--- src/rtl/mfe_led7seg_bin2seg_formatter_if.sv ---
// mfe_led7seg_bin2seg_formatter_if: request/response bundle between a value source and the segment formatter.
interface mfe_led7seg_bin2seg_formatter_if #(
    parameter int DIG_NUM   = 8,
    parameter int SEG_NUM   = 8,
    parameter int BIN_WIDTH = 27
);
    logic [BIN_WIDTH-1:0]       bin;
    logic [DIG_NUM-1:0]         dp;
    logic                       blank;
    logic                       in_vld;
    logic                       in_rdy;
    logic [DIG_NUM*SEG_NUM-1:0] dat;
    logic                       vld;
    logic                       ovf;

    modport master (output bin, dp, blank, in_vld, input in_rdy, dat, vld, ovf);
    modport slave  (input bin, dp, blank, in_vld, output in_rdy, dat, vld, ovf);
endinterface

--- src/rtl/mfe_led7seg_bin2seg_formatter.sv ---
// mfe_led7seg_bin2seg_formatter: binary to decimal (double-dabble) and active-low common-anode segment encoding.
module mfe_led7seg_bin2seg_formatter #(
    parameter int DIG_NUM   = 8,
    parameter int SEG_NUM   = 8,
    parameter int BIN_WIDTH = 27
) (
    input logic clk,
    input logic rst,
    mfe_led7seg_bin2seg_formatter_if.slave bus
);
    function automatic int pow10_bits(int n);
        longint v = 1;
        int b = 0;
        for (int i = 0; i < n; i++) v = v * 10;
        while ((64'd1 << b) < v) b++;
        return b;
    endfunction

    localparam int POW_BITS = pow10_bits(DIG_NUM);
    localparam int LIM_W    = BIN_WIDTH > POW_BITS + 1 ? BIN_WIDTH : POW_BITS + 1;
    localparam int BCD_W    = 4 * DIG_NUM;
    localparam int CNT_W    = $clog2(BIN_WIDTH + 1);

    function automatic logic [LIM_W-1:0] pow10(int n);
        logic [LIM_W-1:0] v = 1;
        for (int i = 0; i < n; i++) v = v * LIM_W'(10);
        return v;
    endfunction

    localparam logic [LIM_W-1:0] LIMIT = pow10(DIG_NUM);

    function automatic logic [SEG_NUM-1:0] seg(logic [3:0] n);
        case (n)
            4'd0:    seg = 8'hC0;
            4'd1:    seg = 8'hF9;
            4'd2:    seg = 8'hA4;
            4'd3:    seg = 8'hB0;
            4'd4:    seg = 8'h99;
            4'd5:    seg = 8'h92;
            4'd6:    seg = 8'h82;
            4'd7:    seg = 8'hF8;
            4'd8:    seg = 8'h80;
            4'd9:    seg = 8'h90;
            default: seg = 8'hFF;
        endcase
    endfunction

    typedef enum logic [1:0] {IDLE, SHIFT, ENCODE, DONE} state_t;

    state_t                     state;
    logic [BIN_WIDTH-1:0]       shreg;
    logic [BCD_W-1:0]           bcd;
    logic [BCD_W-1:0]           bcd_adj;
    logic [CNT_W-1:0]           cnt;
    logic [DIG_NUM-1:0]         dp_q;
    logic                       blank_q;
    logic                       ovf_next;
    logic [DIG_NUM*SEG_NUM-1:0] staging;
    logic [DIG_NUM*SEG_NUM-1:0] pattern;
    logic [LIM_W-1:0]           bin_ext;
    logic [3:0]                 nib;
    logic [SEG_NUM-1:0]         code;
    logic                       nz;

    assign bin_ext = LIM_W'(bus.bin);

    always_comb begin
        bcd_adj = bcd;
        for (int i = 0; i < DIG_NUM; i++)
            bcd_adj[4*i +: 4] = bcd[4*i +: 4] >= 4'd5 ? bcd[4*i +: 4] + 4'd3 : bcd[4*i +: 4];
    end

    // Walk from the top digit down so nz marks "at or below the most significant nonzero digit".
    always_comb begin
        pattern = '0;
        nz      = 1'b0;
        nib     = '0;
        code    = '1;
        for (int i = DIG_NUM - 1; i >= 0; i--) begin
            nib  = bcd[4*i +: 4];
            nz   = nz | (nib != 4'd0);
            code = ovf_next ? 8'hBF : (blank_q && !nz && i != 0) ? 8'hFF : seg(nib);
            if (!ovf_next && dp_q[i]) code[SEG_NUM-1] = 1'b0;
            pattern[SEG_NUM*i +: SEG_NUM] = code;
        end
    end

    always_ff @(posedge clk) begin
        if (rst) begin
            state      <= IDLE;
            bus.in_rdy <= 1'b1;
            bus.vld    <= 1'b0;
            bus.ovf    <= 1'b0;
            bus.dat    <= '1;
        end else begin
            case (state)
                IDLE: begin
                    bus.vld    <= 1'b0;
                    bus.in_rdy <= 1'b1;
                    if (bus.in_rdy && bus.in_vld) begin
                        shreg      <= bus.bin;
                        dp_q       <= bus.dp;
                        blank_q    <= bus.blank;
                        bcd        <= '0;
                        ovf_next   <= bin_ext >= LIMIT;
                        cnt        <= CNT_W'(BIN_WIDTH);
                        bus.in_rdy <= 1'b0;
                        state      <= SHIFT;
                    end
                end
                SHIFT: begin
                    {bcd, shreg} <= {bcd_adj, shreg} << 1;
                    cnt          <= cnt - 1'b1;
                    if (cnt == CNT_W'(1)) state <= ENCODE;
                end
                ENCODE: begin
                    staging <= pattern;
                    state   <= DONE;
                end
                default: begin
                    bus.dat <= staging;
                    bus.ovf <= ovf_next;
                    bus.vld <= 1'b1;
                    state   <= IDLE;
                end
            endcase
        end
    end
endmodule

--- src/flat_wrapper.sv ---
// flat-port wrapper written by rule: the top's interface ports become plain ports
module mfe_led7seg_bin2seg_formatter_flat 
#(
    parameter int DIG_NUM   = 8,
    parameter int SEG_NUM   = 8,
    parameter int BIN_WIDTH = 27
)
  (clk, rst, bus_bin, bus_dp, bus_blank, bus_in_vld, bus_in_rdy, bus_dat, bus_vld, bus_ovf);
  mfe_led7seg_bin2seg_formatter_if #(.DIG_NUM(DIG_NUM), .SEG_NUM(SEG_NUM), .BIN_WIDTH(BIN_WIDTH)) bus_i ();
  input logic clk;
  input logic rst;
  input wire logic [$bits(bus_i.bin)-1:0] bus_bin;
  input wire logic [$bits(bus_i.dp)-1:0] bus_dp;
  input wire logic [$bits(bus_i.blank)-1:0] bus_blank;
  input wire logic [$bits(bus_i.in_vld)-1:0] bus_in_vld;
  output wire logic [$bits(bus_i.in_rdy)-1:0] bus_in_rdy;
  output wire logic [$bits(bus_i.dat)-1:0] bus_dat;
  output wire logic [$bits(bus_i.vld)-1:0] bus_vld;
  output wire logic [$bits(bus_i.ovf)-1:0] bus_ovf;
  assign bus_i.bin = bus_bin;
  assign bus_i.dp = bus_dp;
  assign bus_i.blank = bus_blank;
  assign bus_i.in_vld = bus_in_vld;
  assign bus_in_rdy = bus_i.in_rdy;
  assign bus_dat = bus_i.dat;
  assign bus_vld = bus_i.vld;
  assign bus_ovf = bus_i.ovf;
  mfe_led7seg_bin2seg_formatter #(.DIG_NUM(DIG_NUM), .SEG_NUM(SEG_NUM), .BIN_WIDTH(BIN_WIDTH)) u_core (.clk(clk), .rst(rst), .bus(bus_i));
endmodule
--- config.mk ---
export PLATFORM = sky130hd
export DESIGN_NAME = mfe_led7seg_bin2seg_formatter_flat
export DESIGN_NICKNAME = d
export VERILOG_FILES = /design/src/rtl/mfe_led7seg_bin2seg_formatter_if.sv /design/src/rtl/mfe_led7seg_bin2seg_formatter.sv /design/src/flat_wrapper.sv
export SDC_FILE = /design/constraint.sdc
export NUM_CORES = 1
export LEC_CHECK = 0
export CORE_MARGIN = 4
export CORE_UTILIZATION = 58
export CTS_CLUSTER_SIZE = 10
export DETAILED_ROUTE_END_ITERATION = 10
export HOLD_SLACK_MARGIN = 0.12
export PLACE_DENSITY_LB_ADDON = 0.25
export REMOVE_ABC_BUFFERS = 1
export SLEW_MARGIN = 20
export SYNTH_ARGS = -nofsm -noshare
export SYNTH_HDL_FRONTEND = slang
export SYNTH_SLANG_ARGS = --single-unit
export TNS_END_PERCENT = 20
--- constraint.sdc ---
create_clock -name clk -period 5.05 [get_ports clk]
set_clock_uncertainty 0.1 [all_clocks]
set_input_delay 0.7575 -clock clk [delete_from_list [all_inputs] [get_ports clk]]
set_output_delay 0.7575 -clock clk [all_outputs]
set_load 0.005 [all_outputs]
### Clock routing, run 1

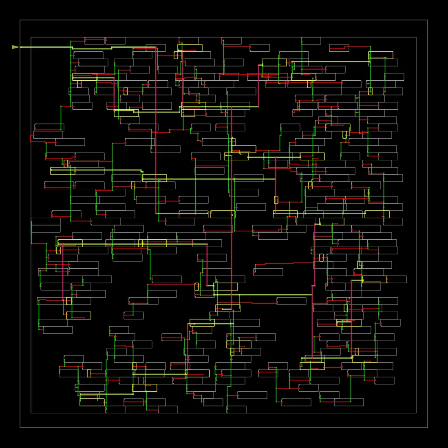
CTS buffer count: 30
P_clk: 0.00194 W
Flop Count: 263

### Ports around the boundary, run 1

Bar = 50 um. Pins as bars across the die edge, other pins in grey.
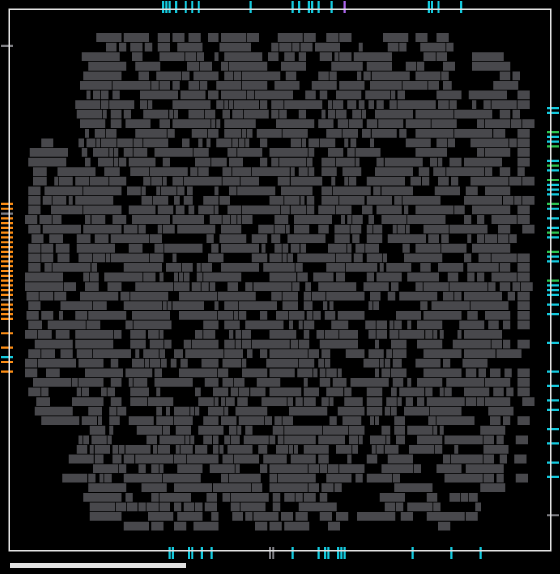
colour	port	pins	direction	edge
orange	bus_bin	27	input	west
purple	bus_ovf	1	output	north
cyan	bus_dat	64	output	29 east, 18 north, 16 south, 1 west
green	bus_dp	8	input	east
all pins by edge	38 east, 31 west, 19 north, 18 south

### Layout detail, run 1

Bar = 20 um. Window x 52 to 102, y 82 to 132 um. Cells in grey, sequential cells in the stronger grey; small squares are vias.
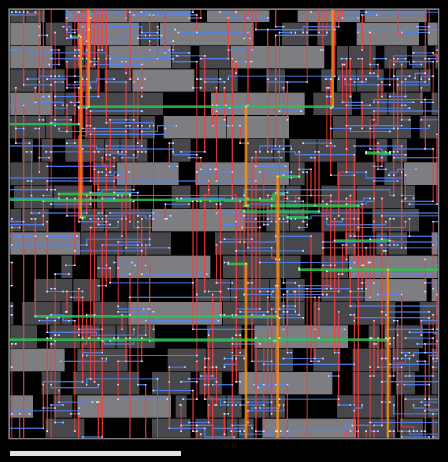
colour	layer
blue	met1
red	met2
orange	met4
green	met3
cells with their middle in the window	172
most frequent	ha_1 (22), dfxtp_1 (14), edfxtp_1 (14)
sequential cells in the window	28
netlist names of flops here include	u_core.bcd (9), u_core.bus.dat (4), u_core.staging (4)

### Register map, names as in the netlist, run 1

Bar = 50 um. Other sequential cells in the stronger grey, the rest of the logic in the fainter grey.
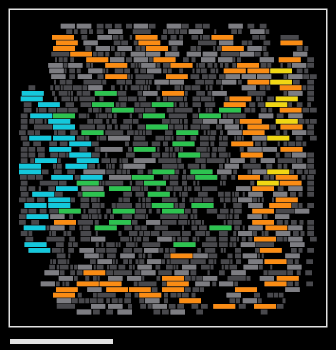
colour	name in the netlist	flops
yellow	u_core.dp_q	8
green	u_core.bcd	32
orange	u_core.staging	64
cyan	u_core.shreg	27
not coloured	132

==> run 1: power by group <==
| part | leakage (nW) | total, W | internal (W) | switching, W |
|---|---|---|---|---|
| sequential | 2.29 | 0.00317 | 0.00292 | 0.000246 |
| combinational | 2.82 | 0.00263 | 0.00124 | 0.00139 |
| clock | 0.419 | 0.00194 | 0.00115 | 0.000794 |
==> run 1: routing by layer <==
metal / global-route usage [%] / wire length [um] / share of wire [%] / up-vias
met1: 24.1 / 9670 / 44 / 3664
met3: 3.73 / 1290 / 5.9 / 38
met2: 31.0 / 10500 / 48 / 160
li1: - / - / - / 3775
met4: 5.00 / 437 / 2.0 / 0
met5: 0 / 0 / 0 / -
==> flow_summary.yaml, run 1 <==
# physical design summary
synth:
  edf_count: 138
  ys_sh_simple_pct: 13.3
  ys_cells: 981
  top_logic_kind: "AND-OR/OR-AND gates"
  synthTopCellsByCount: "edfxtp_1, dfxtp_1, nor2b_1, ha_1, a211o_1"
  avgSynthCellArea_um2: 12.5
  synth-xor-area-share_pct: 1.29
  top_area_share_pct: 33.8
  top_cell: "edfxtp_1"
  synthesis.area_um2: 12300
  synth-async-reset-ratio_pct: 0
  largest_area_cell: "edfxtp_1"
  synth_cells: 981
  flop_cell: "edfxtp_1"
  synth.distinct_cells: 53
  postSynthSeqShare_pct: 54.3
  fa_ha_area_share_pct: 7.05
  ys_chip_area_um2: 12300
  ys_sh_aoi_pct: 15.1
  topCellsByArea: "edfxtp_1, dfxtp_1, ha_1, a211o_1, nor2b_1"
  ys_seq_elements: 263
  yosys_warnings: 0
  synthMuxAreaShare_pct: 5.87
setup_path:
  worstPathCellList: "ha_2 -> nand2b_1 -> a21o_2 -> inv_12 -> nor2_1 -> a21oi_1 -> inv_1 -> ha_1 -> nor2_1 -> o21a_1 -> nor2_1"
  slowest_delay_ns: 0.66
  critPathLaunch: "u_core.state[0]$_SDFFE_PP0P_"
  worstReg2RegStart: "u_core.state[0]$_SDFFE_PP0P_"
  cp.required_ns: 5.37
  r2r_slack_ns: 1.65
  path_depth: 11
  cp_common_cell: "nor2_1"
  cp_data_arrival_time_ns: 3.72
  end_kind: "flop"
  crit_path_start_kind: "flop"
  worstPathMaxFanout: 82
  critPathKind: "flop to flop"
  path_delay_family: "AND-OR/OR-AND gates"
  crit_path_top_delay_cell: "ha_2"
  r2r_cells: 11
  path_buffers: 2
drt:
  via_per_inst: 5.55
  ant_nets: 0
  vias: 7637
  drc_errors: 0
  detail_route.wl_per_cell_um: 16.0
  drtIter0Drc: 295
  routed_wl_um: 21900
  drt-pass1-iter-count: 5
clock_network:
  cts_root_buffer: "clkbuf_16"
  cts_hold_buf: 0
  clkSlewWorstSetupHoldPaths_ns: 0.05
  cts-resized-gates: 0
  worstSkewPairLatency_ns: 0.54
  cts-htree-levels: 1
  post-cts-setup-buffers: 0
  ctsLongestPathBuffers: 3
  cts.sinks: 263
  tritoncts: "done"
cells_and_area:
  seq_share_pct: 46.2
  largest_class: "sequential cells"
  nonClkBufAreaFrac_pct: 7.78
  layout_top_cell: "edfxtp_1"
  clkbuf_count: 54
  fin_util_pct: 70.2
  layout.nets: 1190
  design_area_um2: 14400
  final-comb-area_um2: 5250
  inv_count: 37
  num-fill-cells: 1493
  final_cell_mix: "edfxtp_1, dfxtp_1, clkdlybuf4s50_1"
  buffers: 113
  flop_area_um2: 6650
  area_growth_pct: 17.4
  comb_cells: 637
  clock_cell_area_share_pct: 6.10
  n_antenna_cell: 0
  final_cells: 1375
  layout-drive-gt1-share_pct: 12.9
  sh_comb_area_pct: 36.5
global_routing:
  antenna_found_initial: 0
  grt_overflow: 0
  grt_start_max_net_pins: 83
  grt_pass1_wl_um: 36500
  grt_usage_pct: 18.3
  grt_pass1_vias: 7376
final_timing:
  drv_slew: 0
  hold_viol: 0
  fin_tns_setup_ns: 0
  period_needed_ns: 3.40
  tightest_slew_ns: 0.866
  rsz0062_at_grt: "no"
  post-route-period-util_pct: 67.4
  timing.slew.headroom_pct: 42.3
  hold_ws_ns: 0.347
  clock.fmax_ghz: 0.294
  setup_viol_count_final: 0
  setup_slack_ns: 1.65
placement:
  place_ws_ns: 1.48
  hpwl_um: 14000
  place_inst: 1320
  portBuffers: 105
  routabilityCongestion: 0.847
  dpl-instance-area_um2: 13500
floorplan:
  taps: 270
  coreArea_um2: 20500
  ioPinCount: 106
  fp-row-count: 52
  initCoreUtil_pct: 59.8
  die_h_um: 153
  die_w_um: 153
  die_area_um2: 23500
worst_hold_path:
  hp-class: "flop to flop"
  hold_start: "u_core.staging[46]$_SDFFCE_PP0P_"
  whs_path_depth: 1
  whs_endpoint: "u_core.bus.dat[46]$_SDFFE_PP1N_"
run:
  warnings: 76
  cap_viol_max_count: 0
power_and_ir_drop:
  p_leak_nw: 5.52
  powerDensity_nw_per_um2: 539
  p_total_w: 0.00775
  ir_drop_mv: 0.287
outcome:
  status: "finished, final reports clean"
### Signal wires on met1, run 1

Bar = 50 um.
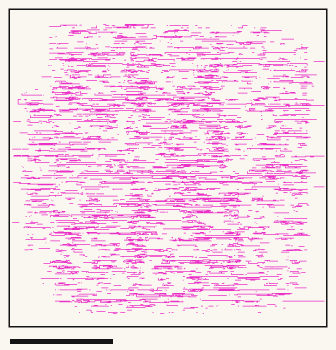

## Run 2: what changed since run 1
Settings changed: CORE_UTILIZATION 58 to 52.
Clock period 5.05 ns to 2.7 ns, I/O delays scaled along.
### Signal wires on met1, run 2

Bar = 50 um.
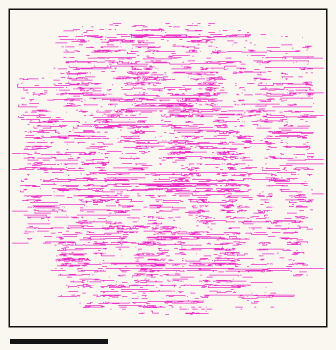
nets with wire on the layer	1113
longest straight run	80.5 um

### Ports around the boundary, run 2

Bar = 50 um. Pins as bars across the die edge, other pins in grey.
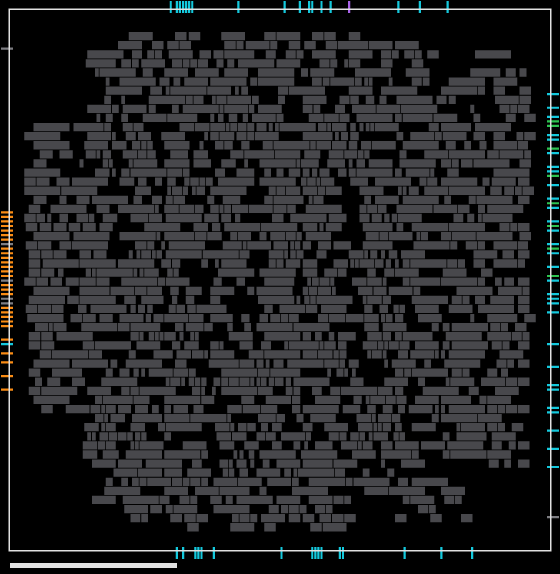
colour	port	pins	direction	edge
cyan	bus_dat	64	output	30 east, 17 north, 16 south, 1 west
green	bus_dp	8	input	east
orange	bus_bin	27	input	west
purple	bus_ovf	1	output	north
all pins by edge	39 east, 33 west, 18 north, 16 south

==> flow_summary.yaml, run 2 <==
# physical design summary
power_and_ir_drop:
  switchingPower_w: 0.00468
  sw_frac_of_total_pct: 31.0
  p_total_w: 0.0151
  pwr-share-comb_pct: 35.8
  top_power_group: "sequential cells"
  ir_drop_mv: 0.493
  clockPowerShare_pct: 25.1
  p_leak_nw: 5.81
  p_int_w: 0.0104
  powerSeq_w: 0.00590
  p_seq_share_pct: 39.2
  pg_comb_w: 0.00539
  powerDensity_nw_per_um2: 1010
worst_hold_path:
  hold_start: "bus_blank"
  whs_endpoint: "u_core.blank_q$_DFFE_PP_"
  whs_path_depth: 1
final_timing:
  timing.slew.headroom_pct: 44.7
  post-route-period-util_pct: 94.0
  clock.fmax_ghz: 0.394
  period_needed_ns: 2.54
  setup_slack_ns: 0.161
  tightest_slew_ns: 0.830
  fin_tns_setup_ns: 0
  hold_ws_ns: 0.312
  rsz0062_at_grt: "no"
  hold_viol: 0
  drv_slew: 0
drt:
  routed_wl_um: 22600
  wl_met1_um: 10300
  drtIter0Drc: 380
  wl_met2_um: 10800
  ant_nets: 0
  via_per_inst: 5.30
  detail_route.wl_per_cell_um: 15.4
  drc_errors: 0
  vias: 7776
  wl_met3_um: 1130
  drt-pass1-iter-count: 4
setup_path:
  worstReg2RegStart: "u_core.state[0]$_SDFFE_PP0P_"
  end_kind: "flop"
  crit_path_top_delay_cell: "dfxtp_1"
  path_delay_family: "AND-OR/OR-AND gates"
  worstPathCellList: "inv_1 -> ha_1 -> nand2b_1 -> a21o_2 -> buf_12 -> a2bb2oi_1 -> buf_4 -> inv_1 -> ha_1 -> nor2_1 -> o21a_1 -> a21oi_2"
  path_buffers: 4
  worstPathMaxFanout: 20
  r2r_cells: 12
  cp.required_ns: 3.01
  r2r_slack_ns: 0.16
  critPathKind: "flop to flop"
  crit_path_start_kind: "flop"
clock_network:
  cts-htree-levels: 1
  clkSlewWorstSetupHoldPaths_ns: 0.06
  cts_root_buffer: "clkbuf_16"
  ctsLongestPathBuffers: 3
run:
  cap_viol_max_count: 0
  warnings: 78
cells_and_area:
  clock_cell_area_share_pct: 6.24
  buffers: 160
  design_area_um2: 14900
  seq_share_pct: 44.5
  final-comb-area_um2: 5260
  final_cells: 1467
  flops: 263
  layout_top_cell: "edfxtp_1"
  num-fill-cells: 1732
  fin_util_pct: 65.1
  flop_area_um2: 6650
  area_growth_pct: 21.9
  inv_count: 37
  largest_class: "sequential cells"
  comb_cells: 637
  nonClkBufAreaFrac_pct: 10.4
  n_antenna_cell: 0
floorplan:
  fp-row-count: 55
  initCoreUtil_pct: 53.5
  ioPinCount: 106
  die_h_um: 161
  die_area_um2: 26100
  die_w_um: 161
  coreArea_um2: 22900
synth:
  fa_ha_area_share_pct: 7.05
  synth-xor-area-share_pct: 1.29
  synth-async-reset-ratio_pct: 0
  synthTopCellsByCount: "edfxtp_1, dfxtp_1, nor2b_1, ha_1, a211o_1"
  top_area_share_pct: 33.8
  top_cell: "edfxtp_1"
  flop_cell: "edfxtp_1"
  largest_area_cell: "edfxtp_1"
  ys_seq_elements: 263
  synthMuxAreaShare_pct: 5.87
  topCellsByArea: "edfxtp_1, dfxtp_1, ha_1, a211o_1, nor2b_1"
  ys_cells: 981
  synth_cells: 981
  synth.distinct_cells: 53
  edf_count: 138
  yosys_warnings: 0
  ys_chip_area_um2: 12300
  top_logic_kind: "AND-OR/OR-AND gates"
  ys_sh_simple_pct: 13.3
global_routing:
  grt_overflow: 0
  grtUsageMet1_pct: 22.3
  grt-busiest-layer: "met2"
  grt_usage_pct: 17.0
  grt_pass1_wl_um: 37500
  gr-usage-met3_pct: 3.24
  grt_util_met2_pct: 29.5
  grt_pass1_vias: 7775
  antenna_found_initial: 0
  grt_start_max_net_pins: 131
placement:
  dpl-instance-area_um2: 14000
  place_ws_ns: -0.0802
  routabilityCongestion: 0.852
  place_inst: 1409
  hpwl_um: 14900
outcome:
  status: "finished, final reports clean"
### Clock routing, run 2

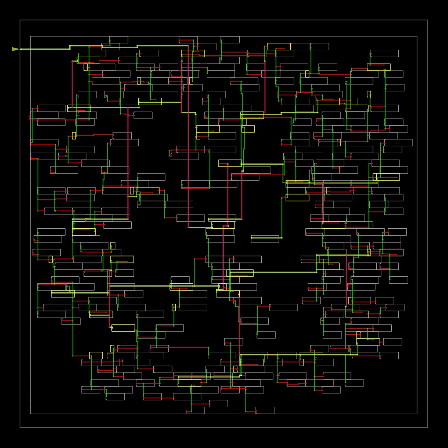
CTS buffer count: 31
Clock Latency Late Sink: 0.55 ns
P_clk: 0.00378 W
Clock Sinks: 263
# clk buffers: 55

## run 2: cell counts after synthesis
Identical to the previous run, type by type.
## run 2: timing repair
item | 4_1_cts | 5_1_grt
endpoints found under the hold margin | 1 | 0
resized | 0 | 2
hold buffers | 1 | 0
endpoints found under the setup margin | 0 | 2
buffers inserted | 0 | 0
## run 2: worst max path at each step
stage / slack [ns] / from / end / cells after the start
after floorplan: -1.50 / u_core.state[1]$_SDFFE_PP0P_ / flop / 11
after global placement: -0.02 / bus_in_vld / flop / 11
after detailed placement: -0.08 / bus_in_vld / flop / 10
after CTS: 0.14 / u_core.bcd[21]$_DFFE_PN_ / flop / 11
after global routing: 0.02 / u_core.state[0]$_SDFFE_PP0P_ / flop / 11
final: 0.16 / u_core.state[0]$_SDFFE_PP0P_ / flop / 12
## Run 3: what changed since run 2
Settings changed: CAP_MARGIN set to 20.
### Clock routing, run 3

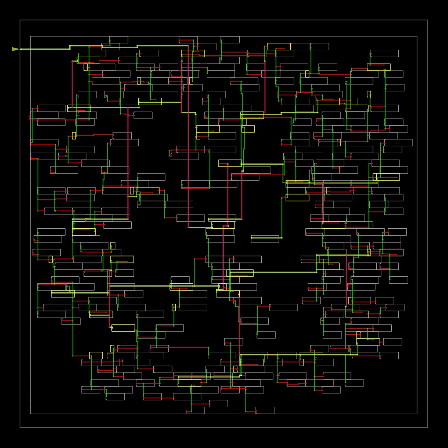

### Ports around the boundary, run 3

Bar = 50 um. Pins as bars across the die edge, other pins in grey.
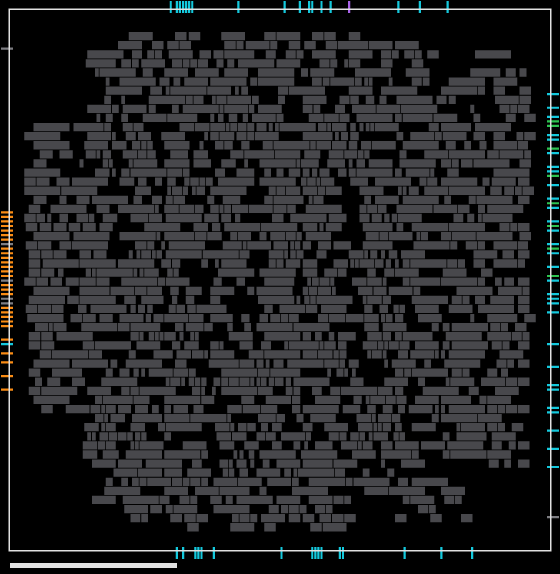
Die Wd: 161 um
Die Height: 161 um
Port-buffer cells: 105

==> flow_summary.yaml, run 3 <==
# physical design summary
outcome:
  status: "finished, final reports clean"
setup_path:
  crit_path_top_delay_cell: "dfxtp_1"
  path_delay_family: "AND-OR/OR-AND gates"
  critPathKind: "flop to flop"
  crit_path_start_kind: "flop"
  slowest_delay_ns: 0.33
  cp.required_ns: 3.01
  path_buffers: 4
  worstPathMaxFanout: 20
  cp_data_arrival_time_ns: 2.85
  end_kind: "flop"
cells_and_area:
  clock_cell_area_share_pct: 6.24
  seq_share_pct: 44.5
  inv_count: 37
  final-comb-area_um2: 5260
  flops: 263
  design_area_um2: 14900
  clkbuf_count: 55
  layout.nets: 1238
  n_antenna_cell: 0
  layout-drive-gt1-share_pct: 16.8
  fin_util_pct: 65.1
  comb_cells: 637
  flop_area_um2: 6650
  nonClkBufAreaFrac_pct: 10.4
  buffers: 160
  final_cells: 1467
  area_growth_pct: 21.9
  num-fill-cells: 1732
  sh_comb_area_pct: 35.2
power_and_ir_drop:
  p_int_w: 0.0104
  ir_drop_mv: 0.493
  p_leak_nw: 5.81
  switchingPower_w: 0.00468
  powerDensity_nw_per_um2: 1010
  pwr-share-comb_pct: 35.8
  p_total_w: 0.0151
  powerSeq_w: 0.00590
  pg_comb_w: 0.00539
  powerClk_w: 0.00378
global_routing:
  grt_overflow: 0
  grt_start_max_net_pins: 131
  antenna_found_initial: 0
  grt_util_met2_pct: 29.5
  grt_pass1_wl_um: 37500
  grt_pass1_vias: 7775
  grt_usage_pct: 17.0
  gr-usage-met3_pct: 3.24
  grtUsageMet1_pct: 22.3
  grt-busiest-layer: "met2"
drt:
  routed_wl_um: 22600
  via_per_inst: 5.30
  detail_route.wl_per_cell_um: 15.4
  vias: 7776
  drtIter0Drc: 380
  ant_nets: 0
  wl_met1_um: 10300
  drc_errors: 0
  highest_layer: "met4"
floorplan:
  initCoreUtil_pct: 53.5
  die_area_um2: 26100
  taps: 313
  fp-row-count: 55
  coreArea_um2: 22900
  ioPinCount: 106
clock_network:
  tritoncts: "done"
  clkSlewWorstSetupHoldPaths_ns: 0.06
  cts_buffers: 31
  cts.sinks: 263
  cts_root_buffer: "clkbuf_16"
  ctsLongestPathBuffers: 3
synth:
  synth_cells: 981
  ys_chip_area_um2: 12300
  ys_sh_simple_pct: 13.3
  topCellsByArea: "edfxtp_1, dfxtp_1, ha_1, a211o_1, nor2b_1"
  flop_cell: "edfxtp_1"
  synth-xor-area-share_pct: 1.29
  avgSynthCellArea_um2: 12.5
  top_logic_kind: "AND-OR/OR-AND gates"
  ys_seq_elements: 263
  fa_ha_area_share_pct: 7.05
  synthesis.area_um2: 12300
  largest_area_cell: "edfxtp_1"
  ys_sh_aoi_pct: 15.1
  synthTopCellsByCount: "edfxtp_1, dfxtp_1, nor2b_1, ha_1, a211o_1"
  top_cell: "edfxtp_1"
  synth-async-reset-ratio_pct: 0
  synth.distinct_cells: 53
  top_area_share_pct: 33.8
  edf_count: 138
  synthMuxAreaShare_pct: 5.87
final_timing:
  post-route-period-util_pct: 94.0
  setup_viol_count_final: 0
  timing.slew.headroom_pct: 44.7
  rsz0062_at_grt: "no"
  tightest_slew_ns: 0.830
  hold_viol: 0
  period_needed_ns: 2.54
  setup_slack_ns: 0.161
  hold_ws_ns: 0.312
  drv_slew: 0
run:
  warnings: 78
placement:
  place_inst: 1409
  dpl-instance-area_um2: 14000
worst_hold_path:
  hp-class: "input pin to flop"
### Layout detail, run 3

Bar = 20 um. Window x 56 to 106, y 88 to 138 um. Cells in grey, sequential cells in the stronger grey; small squares are vias.
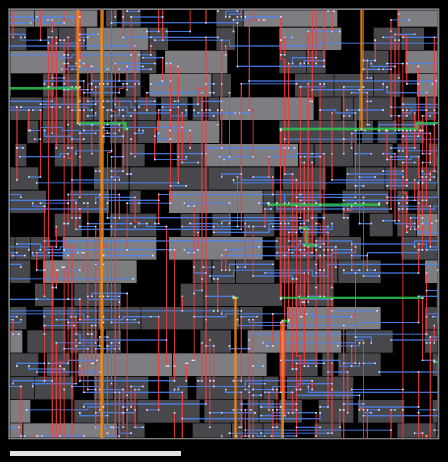
colour	layer
red	met2
orange	met4
green	met3
blue	met1
cells with their middle in the window	167
netlist names of flops here include	u_core.bcd (9), u_core.staging (4)
most frequent	ha_1 (19), edfxtp_1 (13), buf_4 (11)
sequential cells in the window	22

==> run 3: repair_timing <==
action                                  in CTS  in global routing
setup buffers                                0                  0
gates resized                                0                  2
hold endpoints to repair                     1                  0
hold buffers                                 1                  0
endpoints found under the setup margin       0                  2
==> run 3: path summary, 6_finish.rpt <==
| check | startpoint | endpoint | slack, ns | depth (start not counted) |
|---|---|---|---|---|
| min reg2reg | u_core.staging[44]$_SDFFCE_PP1P_ | u_core.bus.dat[44]$_SDFFE_PP1N_ | 0.35 | 1 |
| max | u_core.state[0]$_SDFFE_PP0P_ | flop | 0.16 | 12 |
| max reg2reg | u_core.state[0]$_SDFFE_PP0P_ | flop | 0.16 | 12 |
| min | bus_blank | u_core.blank_q$_DFFE_PP_ | 0.31 | 1 |
No activity file was given, so power comes from the tool's default toggle rates.
